[config.mk]
export PLATFORM = sky130hd
export DESIGN_NAME = serial_adder
export DESIGN_NICKNAME = d
export VERILOG_FILES = /design/src/rtl/serial_adder_pkg.sv /design/src/rtl/serial_adder_fulladder.sv /design/src/rtl/serial_adder.sv
export SDC_FILE = /design/constraint.sdc
export NUM_CORES = 1
export LEC_CHECK = 0
export CAP_MARGIN = 20
export CORE_ASPECT_RATIO = 1.1
export CORE_MARGIN = 10
export CORE_UTILIZATION = 30
export DETAILED_ROUTE_END_ITERATION = 6
export PLACE_DENSITY = 0.49
export SLEW_MARGIN = 5
export SYNTH_ARGS = -nofsm -noshare
export SYNTH_HDL_FRONTEND = slang
export SYNTH_HIERARCHICAL = 1
export SYNTH_SLANG_ARGS = --single-unit
[constraint.sdc]
create_clock -name clk -period 1.69 [get_ports clk]
set_input_delay 0.169 -clock clk [delete_from_list [all_inputs] [get_ports clk]]
set_output_delay 0.169 -clock clk [all_outputs]
set_load 0.1 [all_outputs]
[src/rtl/serial_adder_pkg.sv]
// Shared constants for the bit-serial adder: FSM state encoding and default width.
package serial_adder_pkg;

    localparam int DEFAULT_WIDTH = 8;

    typedef logic [1:0] state_t;

    localparam state_t S_IDLE = 2'd0;
    localparam state_t S_RUN  = 2'd1;
    localparam state_t S_DONE = 2'd2;

endpackage

[src/rtl/serial_adder_fulladder.sv]
// One-bit full-adder cell used by the serial adder datapath.
module serial_adder_fulladder (
    input  logic a,
    input  logic b,
    input  logic cin,
    output logic s,
    output logic cout
);

    assign s    = a ^ b ^ cin;
    assign cout = (a & b) | (cin & (a ^ b));

endmodule

[src/rtl/serial_adder.sv]
// Bit-serial adder: one full-adder cell processes operands LSB first, one bit per clock.
module serial_adder
    import serial_adder_pkg::*;
#(
    parameter int WIDTH = DEFAULT_WIDTH
) (
    input  logic             clk,
    input  logic             rst,
    input  logic             start,
    input  logic [WIDTH-1:0] a,
    input  logic [WIDTH-1:0] b,
    input  logic             cin,
    output logic             busy,
    output logic             done,
    output logic [WIDTH-1:0] sum,
    output logic             cout
);

    localparam int CW = $clog2(WIDTH) + 1;
    localparam logic [CW-1:0] LAST_BIT = CW'(WIDTH - 1);

    state_t           state;
    logic [CW-1:0]    cnt;
    logic [WIDTH-1:0] a_sr;
    logic [WIDTH-1:0] b_sr;
    logic             carry;
    logic [WIDTH-2:0] res_sr;
    logic             fa_s;
    logic             fa_cout;
    logic [WIDTH-1:0] res_next;

    serial_adder_fulladder u_fa (
        .a    (a_sr[0]),
        .b    (b_sr[0]),
        .cin  (carry),
        .s    (fa_s),
        .cout (fa_cout)
    );

    // New sum bit enters at the MSB; after WIDTH shifts bit 0 sits at the LSB.
    assign res_next = {fa_s, res_sr};

    // NOTE: all state uses non-blocking assignments so every flop samples pre-edge values.
    always_ff @(posedge clk) begin
        if (rst) begin
            state  <= S_IDLE;
            cnt    <= '0;
            a_sr   <= '0;
            b_sr   <= '0;
            carry  <= 1'b0;
            res_sr <= '0;
            busy   <= 1'b0;
            done   <= 1'b0;
            sum    <= '0;
            cout   <= 1'b0;
        end else begin
            // Status flags are registered from the current state, one cycle behind it.
            busy <= (state != S_IDLE);
            done <= (state == S_DONE);
            case (state)
                S_IDLE: begin
                    if (start) begin
                        a_sr   <= a;
                        b_sr   <= b;
                        carry  <= cin;
                        cnt    <= '0;
                        res_sr <= '0;
                        state  <= S_RUN;
                    end
                end
                S_RUN: begin
                    a_sr   <= a_sr >> 1;
                    b_sr   <= b_sr >> 1;
                    carry  <= fa_cout;
                    res_sr <= res_next[WIDTH-1:1];
                    cnt    <= cnt + CW'(1);
                    if (cnt == LAST_BIT) begin
                        sum   <= res_next;
                        cout  <= fa_cout;
                        state <= S_DONE;
                    end
                end
                S_DONE:  state <= S_IDLE;
                default: state <= S_IDLE;
            endcase
        end
    end

endmodule

==> impl_metrics.tcl, run 1 <==
# flow metrics
set metrics [dict create \
    outcome "finished, final reports clean" \
    use_met1_pct 10.1 \
    vias_per_cell 4.58 \
    die.size.y_um 100 \
    path_depth 4 \
    synth_nets 212 \
    cp.required_ns 1.92 \
    ys_async_sr_fraction_pct 0 \
    floorplan.die.width_um 93.0 \
    clk_pin_slew_ns 0.08 \
    drt-pass1-iter-count 4 \
    crit_path_end_kind "flop" \
    openroad.warnings 26 \
    synth_cell_type_count 29 \
    n_fill_cell 607 \
    dp_worst_setup_slack_ns 0.0946 \
    standard_cell_rows 29 \
    wl_met3_um 178 \
    chip_area_sq_um 9330 \
    grt_pass1_wl_um 6560 \
    post-route-util_pct 40.4 \
    endpoint "cnt[3]" \
    clock_sinks 41 \
    internal_power_mw 1.73 \
    tritoncts.num_buffers 5 \
    critPathKind "flop to flop" \
    synth_seq_share_pct 46.7 \
    worst_slew_margin_rel_pct 76.3 \
    critical-path-top-delay-family "flip-flops" \
    worst-endpoint-arrival_ns 1.72 \
    startpoint_of_the_worst_slack_reg_to_reg_timing_path "state[0]" \
    fp_util_pct 30.7 \
    floorplan.io_pins 31 \
    ant_diodes 0 \
    hold_viol 0 \
    grt_pass1_vias 1380 \
    timing_worst_slew_pin_value_ns 0.356 \
    hold_path.startpoint "b[5]" \
    wl_met1_um 1850 \
    max-clock-path-buffers 2 \
    fp.coreArea_sq_um 5730 \
    areaGrowthSynthToFinish_pct 31.6 \
    critical_path.max_stage_delay_ns 0.53 \
    synth_warnings 6 \
    cts-hold-fix-buffers 0 \
    ir_drop_mv 0.509 \
    totalPowerFinal_mw 2.22 \
    startpoint_of_the_most_critical_setup_path "state[0]" \
    finalNetCount 242 \
    clock-root-buffer "sky130_fd_sc_hd__clkbuf_8" \
    grt_antenna_before_repair 0 \
    max_freq_ghz 0.671 \
    hold-path-cell-count 3 \
    crit_path_cell_trace "buf_4 > nand2b_1 > or3_1 > a31oi_1" \
    rsz0062_at_grt "no" \
    route.final.wire_length_um 3850 \
    post_route_cells_drive_above_1_share_pct 16.7 \
    hold_class "primary input to flop" \
    dp_cells 290 \
    cts_max_level 2 \
    setup_viol_count_final 0 \
    remaining_drc_errors 0 \
    ys_dominant_reg_cell "sky130_fd_sc_hd__dfxtp_1" \
    p_leak_nw 0.878 \
    reg2reg_depth 4 \
    power-per-cell-area_nw_per_um2 962 \
    worst_hold_slack_ns 0.423 \
    sum_neg_setup_slack_ns 0 \
    dpl_cell_area_sq_um 2180 \
    net-switching-power_uw 499 \
    gp_congestion 0.705 \
    met2RoutedLength_um 1720 \
    first_iter_violations 51 \
    worstPathBufferInverterCount 1 \
    timing_max_transition_violations_final 0 \
    postLayoutSetupSlackWorst_ns 0.199 \
    cap_viol_max_count 0 \
    p_sw_share_pct 22.4 \
    topRoutingLayerUsed "met4" \
    syn-instance-count 190 \
    design_area_sq_um 2310 \
    finalCriticalPeriod_ns 1.49 \
    dr_total_vias 1366 \
    crit_path_top_delay_cell "sky130_fd_sc_hd__dfxtp_1" \
    antenna_viol_nets_final 0 \
    r2r-end "cnt[3]" \
    postSynthAreaPerCell_sq_um 9.25 \
    ys_ff 41 \
    tritoncts "built" \
    grt_overflow_total 0 \
    cts-resized-gates 0 \
    synth-edff-count 0 \
    sequentialPowerShare_pct 46.6 \
    post-cts-setup-buffer-count 0 \
    syn-cell-area_sq_um 1760 \
    cp_max_fanout 11 \
    setup_slack_reg_to_reg_ns 0.20 \
    detailedPlacementHpwl_um 2590 \
    synth-area-yosys_sq_um 1760 \
    post-route-period-util_pct 88.2 \
    yosys_cells 190 \
    min_delay_worst_endpoint "b_sr[5]" \
    timing.critical_path.from_type "flop" \
    groute.layer.met3.usage_pct 3.36 \
    io_buffers 30 \
    p_comb_share_pct 11.6 \
    grt_max_degree 51 \
]
run 1: kinds of logic (layout without fill, tap and decap cells):
logic type | after synthesis | count (layout) | share of synthesized area, %
flops | 41 | 41 | 46.7
buf+inv | 15 | 46 | 4.70
mux | 10 | 10 | 5.69
simple gates | 80 | 80 | 23.1
fa+ha+maj | 2 | 2 | 1.85
compound gates | 42 | 42 | 18.0
run 1: power groups by stage:
stage	combinational, mW	clock (mW)	sequential [mW]
2_1_floorplan	0.159	0	1.06
3_3_place_gp	0.263	0	1.06
3_5_place_dp	0.262	0	1.06
4_1_cts	0.264	0.963	1.04
5_1_grt	0.289	1.00	1.04
6_report	0.259	0.930	1.04
run 1: final cells by class:
type	instances	area (sq um)	share of cell area, %
clock inverters	3	65.1	2.81
repair buffers	38	408	17.6
multi-input cells	134	855	36.9
clock buffers	5	68.8	2.97
flip-flops and latches	41	821	35.5
well taps	77	96.3	4.16
run 1: flip-flops by register name (all words and copies together), names as in the netlist, 2 cells and up:
signal and cells:
sum 8, state 2, cnt 4, b_sr 8, res_sr 7, a_sr 8
run 1: worst register-to-register path: cells and delay by family, from the launching register on:
| kind | cells | cell delay (ns) |
|---|---|---|
| and+or+nand+nor | 2 | 0.52 |
| DFF | 1 | 0.53 |
| AOI/OAI and AO/OA | 1 | 0.16 |
| buffers and inverters | 1 | 0.21 |
run 1: synth_stat cells, types with 4 or more instances:
master / n / share of area [%]
sky130_fd_sc_hd__dfxtp_1: 41 / 47
sky130_fd_sc_hd__a22oi_1: 8 / 3.4
sky130_fd_sc_hd__a211oi_1: 5 / 2.1
sky130_fd_sc_hd__nand2b_1: 23 / 8.2
sky130_fd_sc_hd__nor3_1: 5 / 1.4
sky130_fd_sc_hd__clkbuf_1: 4 / 0.85
sky130_fd_sc_hd__nor2_1: 28 / 6.0
sky130_fd_sc_hd__mux2i_1: 10 / 5.7
sky130_fd_sc_hd__buf_4: 5 / 2.1
sky130_fd_sc_hd__a21oi_1: 16 / 4.6
sky130_fd_sc_hd__a211oi_2: 6 / 4.3
sky130_fd_sc_hd__nand2_1: 12 / 2.6
sky130_fd_sc_hd__buf_2: 6 / 1.7
run 1: cell usage in the layout, fill, tap and decap left out, types with 2 or more instances in the layout:
cell	synthesis	final
sky130_fd_sc_hd__nor2b_1	2	2
sky130_fd_sc_hd__or3b_1	2	2
sky130_fd_sc_hd__clkdlybuf4s50_1	0	19
sky130_fd_sc_hd__a32oi_1	2	2
sky130_fd_sc_hd__a211oi_1	5	5
sky130_fd_sc_hd__nand3_1	2	2
sky130_fd_sc_hd__nor2_1	28	28
sky130_fd_sc_hd__or3b_2	2	2
sky130_fd_sc_hd__buf_12	0	6
sky130_fd_sc_hd__a211oi_2	6	6
sky130_fd_sc_hd__mux2i_1	10	10
sky130_fd_sc_hd__dfxtp_1	41	41
sky130_fd_sc_hd__buf_4	5	13
sky130_fd_sc_hd__nand2_1	12	12
sky130_fd_sc_hd__a21oi_1	16	16
sky130_fd_sc_hd__clkbuf_8	0	5
sky130_fd_sc_hd__bufinv_16	0	2
sky130_fd_sc_hd__nand2b_1	23	23
sky130_fd_sc_hd__nor3_1	5	5
sky130_fd_sc_hd__a22oi_1	8	8
==> run_1/clock_map.png <==
Scale bar: 20 um.
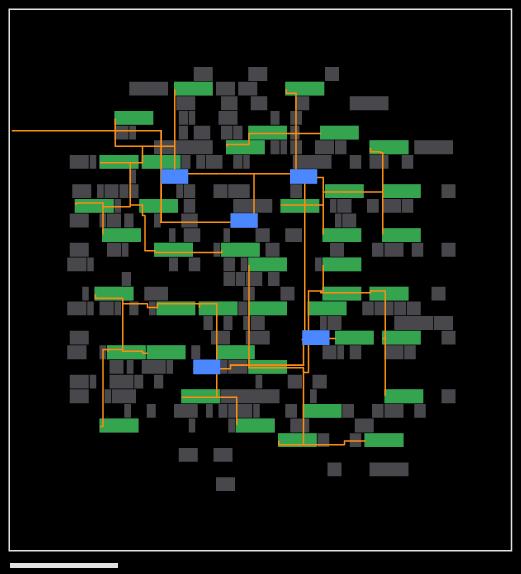
legend:
  cells driving clock nets:
    colour: blue
    count: 5
  flip-flops:
    colour: green
    count: 41
  clock wires:
    colour: orange
    length: 549 um
routed clock nets: 6
Clk network pwr share: 41.8%
Worst Clk Skew: 0.00615 ns
Clk power: 930 uW
later-pin clock latency in the skew report: 0.29 ns

==> run_1/gate_families.png <==
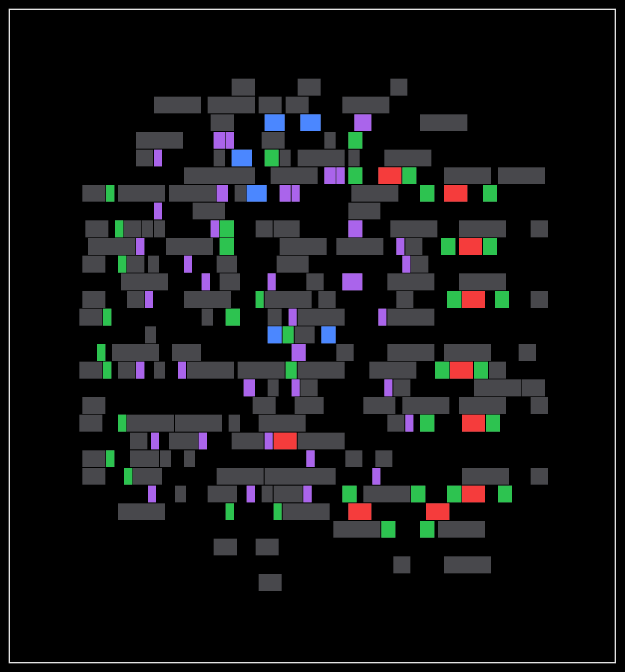
legend:
  NOR gates:
    colour: purple
    cells: 37
  AND and OR gates:
    colour: blue
    cells: 6
  multiplexers:
    colour: red
    cells: 10
  NAND gates:
    colour: green
    cells: 37
final non-filler cell total: 298
most numerous logic cell after layout: sky130_fd_sc_hd__dfxtp_1
fraction of area in multi-input gates: 36.9%

==> run_1/final_congestion.png <==
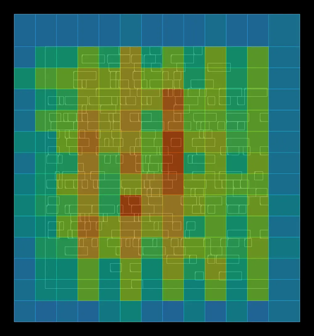
met2 routing resource usage after global routing: 13.5%
Most Crowded Layer GR: met2
WL/cell: 12.9 um
Overall Global Routing Usage: 8.62%

==> inputs of run 2 (changes only) <==
--- a/config.mk
+++ b/config.mk
@@ -9,6 +9,7 @@
 export CORE_ASPECT_RATIO = 1.1
 export CORE_MARGIN = 10
 export CORE_UTILIZATION = 30
+export CTS_CLUSTER_SIZE = 30
 export DETAILED_ROUTE_END_ITERATION = 6
 export PLACE_DENSITY = 0.49
 export SLEW_MARGIN = 5
==> run 2 against run 1 <==
  * Critical path depth stayed put
  * First-iteration DRC count stayed put
  * Clock skew stayed put
  * Largest power group unchanged
  * Critical path type unchanged
==> impl_metrics.tcl, run 2 <==
# flow metrics
set metrics [dict create \
    outcome "finished, final reports clean" \
    startpoint_of_the_worst_slack_reg_to_reg_timing_path "state[0]" \
    cts-resized-gates 0 \
    grt_antenna_before_repair 0 \
    yosys-top-cells-area "sky130_fd_sc_hd__dfxtp_1 47%, sky130_fd_sc_hd__nand2b_1 8.2%, sky130_fd_sc_hd__nor2_1 6.0%" \
    worst-endpoint-arrival_ns 1.72 \
    critPathKind "flop to flop" \
    yosys_cells 190 \
    crit_path_end_kind "flop" \
    hold-path-cell-count 3 \
    final_non_filler_cell_total 298 \
    ys_ff 41 \
    die.size.y_um 100 \
    max-clock-path-buffers 2 \
    design_area_sq_um 2310 \
    vias_per_cell 4.58 \
    dp_worst_setup_slack_ns 0.0946 \
    post-route-period-util_pct 88.2 \
    later_pin_clock_latency_in_the_skew_report_ns 0.29 \
    sum_neg_setup_slack_ns 0 \
    standard_cell_rows 29 \
    setup_slack_reg_to_reg_ns 0.20 \
    synth_nets 212 \
    top_regs "a_sr: 8 flops, b_sr: 8 flops, sum: 8 flops" \
    chip_area_sq_um 9330 \
    clock-root-buffer "sky130_fd_sc_hd__clkbuf_8" \
    timing.critical_path.from_type "flop" \
    min_delay_worst_endpoint "b_sr[5]" \
    drt-pass1-iter-count 4 \
    syn-instance-count 190 \
    tritoncts "built" \
    setup_viol_count_final 0 \
    grt_max_degree 51 \
    crit_path_top_delay_cell "sky130_fd_sc_hd__dfxtp_1" \
    crit_path_cell_trace "buf_4 > nand2b_1 > or3_1 > a31oi_1" \
    floorplan.die.width_um 93.0 \
    dr_total_vias 1366 \
    rsz0062_at_grt "no" \
    detailedPlacementHpwl_um 2590 \
    hold_path.startpoint "b[5]" \
    synth-area-yosys_sq_um 1760 \
    synth_warnings 6 \
    worst_slew_margin_rel_pct 76.3 \
    p_leak_nw 0.878 \
    worst_hold_slack_ns 0.423 \
    fp_util_pct 30.7 \
    grt_pass1_wl_um 6560 \
    clk_pin_slew_ns 0.08 \
    tritoncts.num_buffers 5 \
    synth-edff-count 0 \
    ant_diodes 0 \
    synth_seq_share_pct 46.7 \
    cts-hold-fix-buffers 0 \
    areaGrowthSynthToFinish_pct 31.6 \
    openroad.warnings 26 \
    dpl_cell_area_sq_um 2180 \
    gr-usage-all-layers_pct 8.62 \
    max_freq_ghz 0.671 \
    ys_async_sr_fraction_pct 0 \
    hold_class "primary input to flop" \
    fin_skew_ns 0.00615 \
    cap_viol_max_count 0 \
    lay_top_count "sky130_fd_sc_hd__dfxtp_1" \
    cp.required_ns 1.92 \
    power-per-cell-area_nw_per_um2 962 \
    io_buffers 30 \
    ir_drop_mv 0.509 \
    antenna_viol_nets_final 0 \
    critical_path.max_stage_delay_ns 0.53 \
    cts_max_level 2 \
    synth_area_leader_cell "sky130_fd_sc_hd__dfxtp_1" \
    postLayoutSetupSlackWorst_ns 0.199 \
    route.final.wire_length_um 3850 \
    first_iter_violations 51 \
    reg2reg_depth 4 \
    wl_cell_um 12.9 \
    remaining_drc_errors 0 \
    syn-cell-area_sq_um 1760 \
    clock_sinks 41 \
    dp_cells 290 \
    yosysTopAreaCellShare_pct 46.7 \
    hold_viol 0 \
    layout_top_cells_excl_fill_tap "41 x sky130_fd_sc_hd__dfxtp_1, 28 x sky130_fd_sc_hd__nor2_1, 23 x sky130_fd_sc_hd__nand2b_1" \
    synth_dominant_cell_count "sky130_fd_sc_hd__dfxtp_1" \
    timing_worst_slew_pin_value_ns 0.356 \
    floorplan.io_pins 31 \
    worstPathBufferInverterCount 1 \
    cp_max_fanout 11 \
    post_synth_most_frequent_cells "41 x sky130_fd_sc_hd__dfxtp_1, 28 x sky130_fd_sc_hd__nor2_1, 23 x sky130_fd_sc_hd__nand2b_1" \
]
-- run 2: cell counts after synthesis --
No cell type changed its count.
-- run 2: worst min-delay path, stage by stage --
cell and delay [ns]:
sky130_fd_sc_hd__clkdlybuf4s50_1 0.39, sky130_fd_sc_hd__nand2_1 0.05, sky130_fd_sc_hd__a211oi_1 0.05
-- run 2: cells by family (layout without fill, tap and decap cells) --
family,Yosys count,after routing,synth area share [%]
multiplexers,10,10,5.69
flip-flops,41,41,46.7
adder cells (fa/ha/maj),2,2,1.85
AND-OR/OR-AND,42,42,18.0
buffers and inverters,15,46,4.70
AND/OR/NAND/NOR,80,80,23.1
-- run 2: how the worst max path moves through the flow --
stage               slack [ns]  cells past startpoint  endpoint     start
floorplan                 0.47                      2      cout      cout
global placement          0.08                      4   a_sr[6]     start
detailed placement        0.09                      4   a_sr[5]     start
CTS                       0.17                      4    cnt[3]  state[0]
global route              0.03                      4    cnt[3]  state[0]
finish                    0.20                      4    cnt[3]  state[0]
-- run 2: final cells by class --
type                       count  area, sq um
clock buffer                   5         68.8
clock inverter                 3         65.1
fill                         607         3420
multi-input combinational    134          855
sequential                    41          821
tap                           77         96.3
timing repair buffer          38          408
-- run 2: stage by stage --
stage,util [%],power (mW)
floorplan,-,1.22
global placement,38.0,1.32
global route,40.4,2.33
CTS,40.4,2.26
detailed placement,38.0,1.32
finish,40.4,2.22
-- run 2: report_power, final --
group / leakage [nW] / switching, mW / internal [mW]
clock network: 0.0681 / 0.344 / 0.587
logic: 0.475 / 0.127 / 0.132
registers: 0.335 / 0.0285 / 1.01
-- run 2: metal layers --
metal / vias to the layer above / share of wire [%] / global-route usage [%]
li1: 716 / - / -
met1: 617 / 48 / 10.1
met2: 27 / 45 / 13.5
met3: 6 / 4.6 / 3.36
met4: 0 / 2.3 / 3.92
met5: - / 0 / 0
==> run_2/cell_classes.png <==
Scale bar: 20 um.
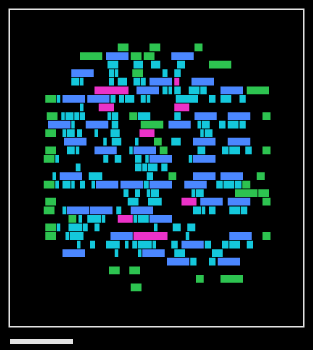
legend:
  all other logic:
    colour: cyan
    cells: 134
  flops:
    colour: blue
    cells: 41
  other buffers and delay cells:
    colour: green
    cells: 38
  clock drivers and dummy loads:
    colour: magenta
    cells: 8
Core Region: 5730 sq um
Layout Utilization: 40.4%

==> run_2/gate_families.png <==
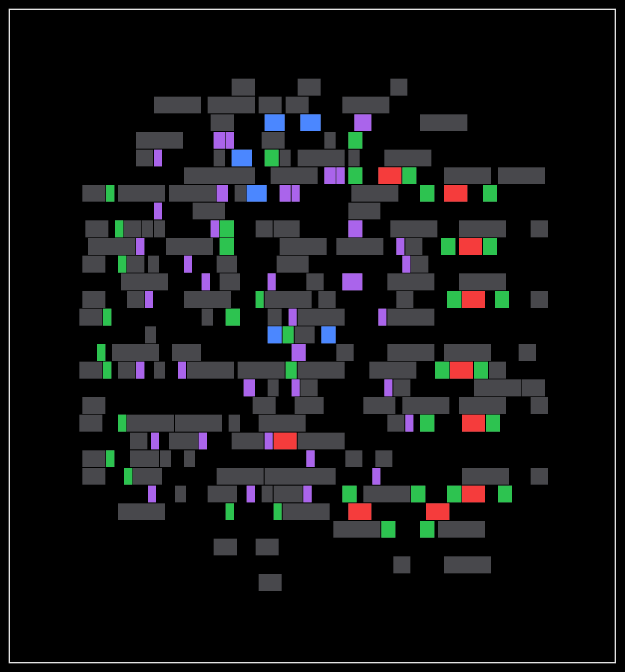
legend:
  NAND gates:
    colour: green
    cells: 37
  AND and OR gates:
    colour: blue
    cells: 6
  NOR gates:
    colour: purple
    cells: 37
  multiplexers:
    colour: red
    cells: 10

==> inputs of run 3 (changes only) <==
--- a/config.mk
+++ b/config.mk
@@ -11,9 +11,8 @@
 export CORE_UTILIZATION = 30
 export CTS_CLUSTER_SIZE = 30
 export DETAILED_ROUTE_END_ITERATION = 6
-export PLACE_DENSITY = 0.49
+export PLACE_DENSITY = 0.5
 export SLEW_MARGIN = 5
 export SYNTH_ARGS = -nofsm -noshare
 export SYNTH_HDL_FRONTEND = slang
-export SYNTH_HIERARCHICAL = 1
 export SYNTH_SLANG_ARGS = --single-unit
==> run 3 against run 2 <==
  * Synthesized cell count fell by 13%
  * Final area fell by 3.9%
  * Maximum frequency rose by 5.2%
  * Global-route usage rose by 0.58 points
  * Via count fell by 5.1%
  * Worst setup slack improved by 0.074 ns
  * Cell count fell by 8.1%
  * Sequential power barely moved
  * Non-clock buffer count fell by 1
  * Combinational power rose by 5%
  * Largest cell class is now sequential cells
  * Largest power group unchanged
==> impl_metrics.tcl, run 3 <==
# flow metrics
set metrics [dict create \
    outcome "finished, final reports clean" \
    ys_async_sr_fraction_pct 0 \
    wl_cell_um 14.2 \
    remaining_drc_errors 0 \
    critPathKind "flop to flop" \
    lay_top_count "sky130_fd_sc_hd__dfxtp_1" \
    max_freq_ghz 0.706 \
    antenna_viol_nets_final 0 \
    ir_drop_mv 0.374 \
    post-route-period-util_pct 83.8 \
    crit_path_cell_trace "ha_1 > nand3b_1 > nor2_4 > mux2i_1" \
    synth-area-yosys_sq_um 1670 \
    synth_nets 188 \
    yosys-top-cells-area "sky130_fd_sc_hd__dfxtp_1 49%, sky130_fd_sc_hd__nand2b_1 7.9%, sky130_fd_sc_hd__a211oi_1 5.8%" \
    p_leak_nw 0.805 \
    grt_max_degree 23 \
    dp_cells 266 \
    startpoint_of_the_worst_slack_reg_to_reg_timing_path "cnt[0]" \
    layout_top_cells_excl_fill_tap "41 x sky130_fd_sc_hd__dfxtp_1, 21 x sky130_fd_sc_hd__nand2b_1, 19 x sky130_fd_sc_hd__nor2_1, 19 x sky130_fd_sc_hd__clkdlybuf4s50_1, 13 x sky130_fd_sc_hd__a211oi_1" \
    reg2reg_depth 4 \
    chip_area_sq_um 8960 \
    use_met2_pct 13.6 \
    syn-cell-area_sq_um 1670 \
    syn-instance-count 166 \
    clock_sinks 41 \
    timing_worst_slew_pin_value_ns 0.499 \
    timing.critical_path.from_type "flop" \
    grt_antenna_before_repair 0 \
    setup_viol_count_final 0 \
    io_buffers 30 \
    hold_viol 0 \
    endpoint "sum[7]" \
    groute.layer.met3.usage_pct 3.98 \
    floorplan.die.width_um 91.2 \
    max-clock-path-buffers 2 \
    rsz0062_at_grt "no" \
    post_synth_most_frequent_cells "41 x sky130_fd_sc_hd__dfxtp_1, 21 x sky130_fd_sc_hd__nand2b_1, 20 x sky130_fd_sc_hd__nor2_1" \
    fp_util_pct 31.0 \
    grt_pass1_wl_um 6810 \
    die.size.y_um 98.3 \
    dr_total_vias 1296 \
    synth_area_leader_cell "sky130_fd_sc_hd__dfxtp_1" \
    post-route-util_pct 41.2 \
    worstPathBufferInverterCount 0 \
    fp.coreArea_sq_um 5400 \
    tritoncts "built" \
    drt-pass1-iter-count 4 \
    route.final.wire_length_um 3900 \
    worst_slew_margin_rel_pct 66.7 \
    later_pin_clock_latency_in_the_skew_report_ns 0.29 \
    floorplan.io_pins 31 \
    synth_dominant_cell_count "sky130_fd_sc_hd__dfxtp_1" \
    gr-usage-all-layers_pct 9.20 \
    critical_path.max_stage_delay_ns 0.37 \
    cp_max_fanout 9 \
    areaGrowthSynthToFinish_pct 33.0 \
    top_regs "a_sr: 8 flops, b_sr: 8 flops, sum: 8 flops" \
    grt.busiest_layer "met2" \
    yosys_cells 166 \
    totalPowerFinal_mw 2.16 \
    synth_warnings 0 \
    first_iter_violations 26 \
    cp.required_ns 1.92 \
    clock-root-buffer "sky130_fd_sc_hd__clkbuf_8" \
    tritoncts.num_buffers 5 \
    crit_path_top_delay_cell "sky130_fd_sc_hd__dfxtp_1" \
    worst-endpoint-arrival_ns 1.64 \
    vias_per_cell 4.73 \
]
## run 3: cell count changes in the layout (fill, tap and decap cells not counted), moves of 3 or more
cell / previous run / this run
sky130_fd_sc_hd__a21oi_1: 16 / 2
sky130_fd_sc_hd__a22o_1: 0 / 10
sky130_fd_sc_hd__nand2_1: 12 / 2
sky130_fd_sc_hd__nor2_1: 28 / 19
sky130_fd_sc_hd__a211oi_1: 5 / 13
sky130_fd_sc_hd__a22oi_1: 8 / 0
sky130_fd_sc_hd__o22ai_1: 0 / 8
sky130_fd_sc_hd__a211oi_2: 6 / 0
sky130_fd_sc_hd__o2bb2ai_1: 0 / 5
sky130_fd_sc_hd__nor3_1: 5 / 2
## run 3: what timing repair did
item	in CTS	in global routing
hold endpoints to repair	0	0
hold buffers	0	0
gates resized	0	1
endpoints found under the setup margin	0	2
## run 3: logic make-up (layout without fill, tap and decap cells)
group / after synthesis / count (layout) / share of synthesized area [%]
compound gates: 44 / 44 / 20.5
fa+ha+maj: 2 / 2 / 1.95
buf+inv: 14 / 47 / 4.34
flops: 41 / 41 / 49.1
mux: 10 / 10 / 6.06
simple gates: 55 / 55 / 18.0
## run 3: how the worst min path moves through the flow
stage | end | slack [ns] | depth (start not counted)
3_5_place_dp | sum[3] | 0.46 | 2
2_1_floorplan | a_sr[7] | 0.29 | 1
3_3_place_gp | sum[3] | 0.46 | 2
5_1_grt | a_sr[7] | 0.48 | 2
4_1_cts | a_sr[4] | 0.48 | 1
6_report | sum[0] | 0.48 | 2
## run 3: where the power goes
part | internal (mW) | switching [mW] | leakage [nW] | total [mW]
Clock | 0.480 | 0.345 | 0.0574 | 0.826
Combinational | 0.136 | 0.136 | 0.412 | 0.273
Sequential | 1.02 | 0.0400 | 0.335 | 1.06
Total | 1.64 | 0.522 | 0.805 | 2.16
## run 3: per-stage QoR
step                      setup slack (ns)  hold slack, ns  area, sq um
after floorplan                      0.466           0.294         1670
after global placement               0.116           0.458         2100
after detailed placement            0.0545           0.462         2100
after CTS                            0.108           0.481         2220
after global routing                0.0975           0.483         2220
final                                0.274           0.478         2220
## run 3: layout make-up
class                      count  area (sq um)  share of cell area, %
clock buffer                   6          82.6                   3.71
clock inverter                 2          37.5                   1.69
sequential                    41           821                   36.9
multi-input combinational    111           781                   35.1
inverter                       2          7.51                  0.338
tap                           75          93.8                   4.22
timing repair buffer          37           400                   18.0
## run 3: worst reg2reg max path, delay by kind of cell, from the launching register on
family	cells	cell delay, ns
DFF	1	0.37
and+or+nand+nor	2	0.55
muxes	1	0.23
adders and majority gates	1	0.21
## run 3: metal layers
layer,vias up,wire length (um)
li1,659,-
met1,600,1910
met2,32,1720
met3,5,234
met4,0,34
met5,-,0
==> run_3/clock_map.png <==
Scale bar: 20 um.
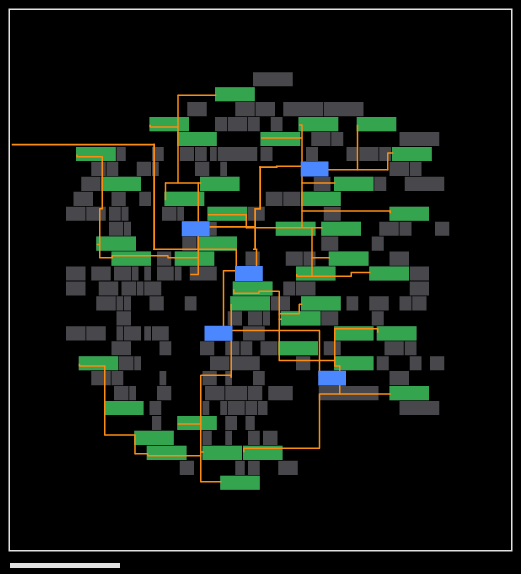
legend:
  cells driving clock nets:
    colour: blue
    count: 5
  clock wires:
    colour: orange
    length: 561 um
  flip-flops:
    colour: green
    count: 41
routed clock nets: 6
Clk network pwr share: 38.3%
Clk power: 826 uW
Worst Clk Skew: 0.00691 ns

==> run_3/gate_families.png <==
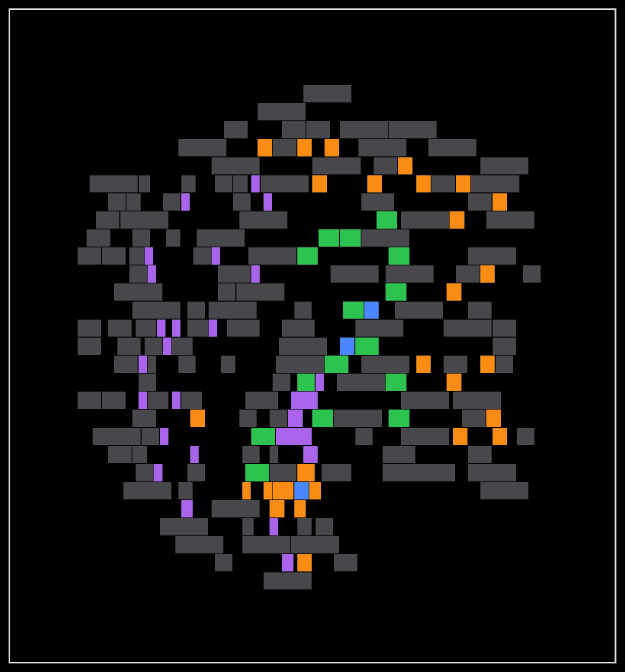
legend:
  NOR gates:
    colour: purple
    cells: 25
  AND and OR gates:
    colour: blue
    cells: 3
  AND-OR and OR-AND gates:
    colour: green
    cells: 15
    where: centre
  NAND gates:
    colour: orange
    cells: 27
final non-filler cell total: 274
fraction of area in multi-input gates: 35.1%

Power figures rest on the tool's default switching activity, not on a simulated workload.
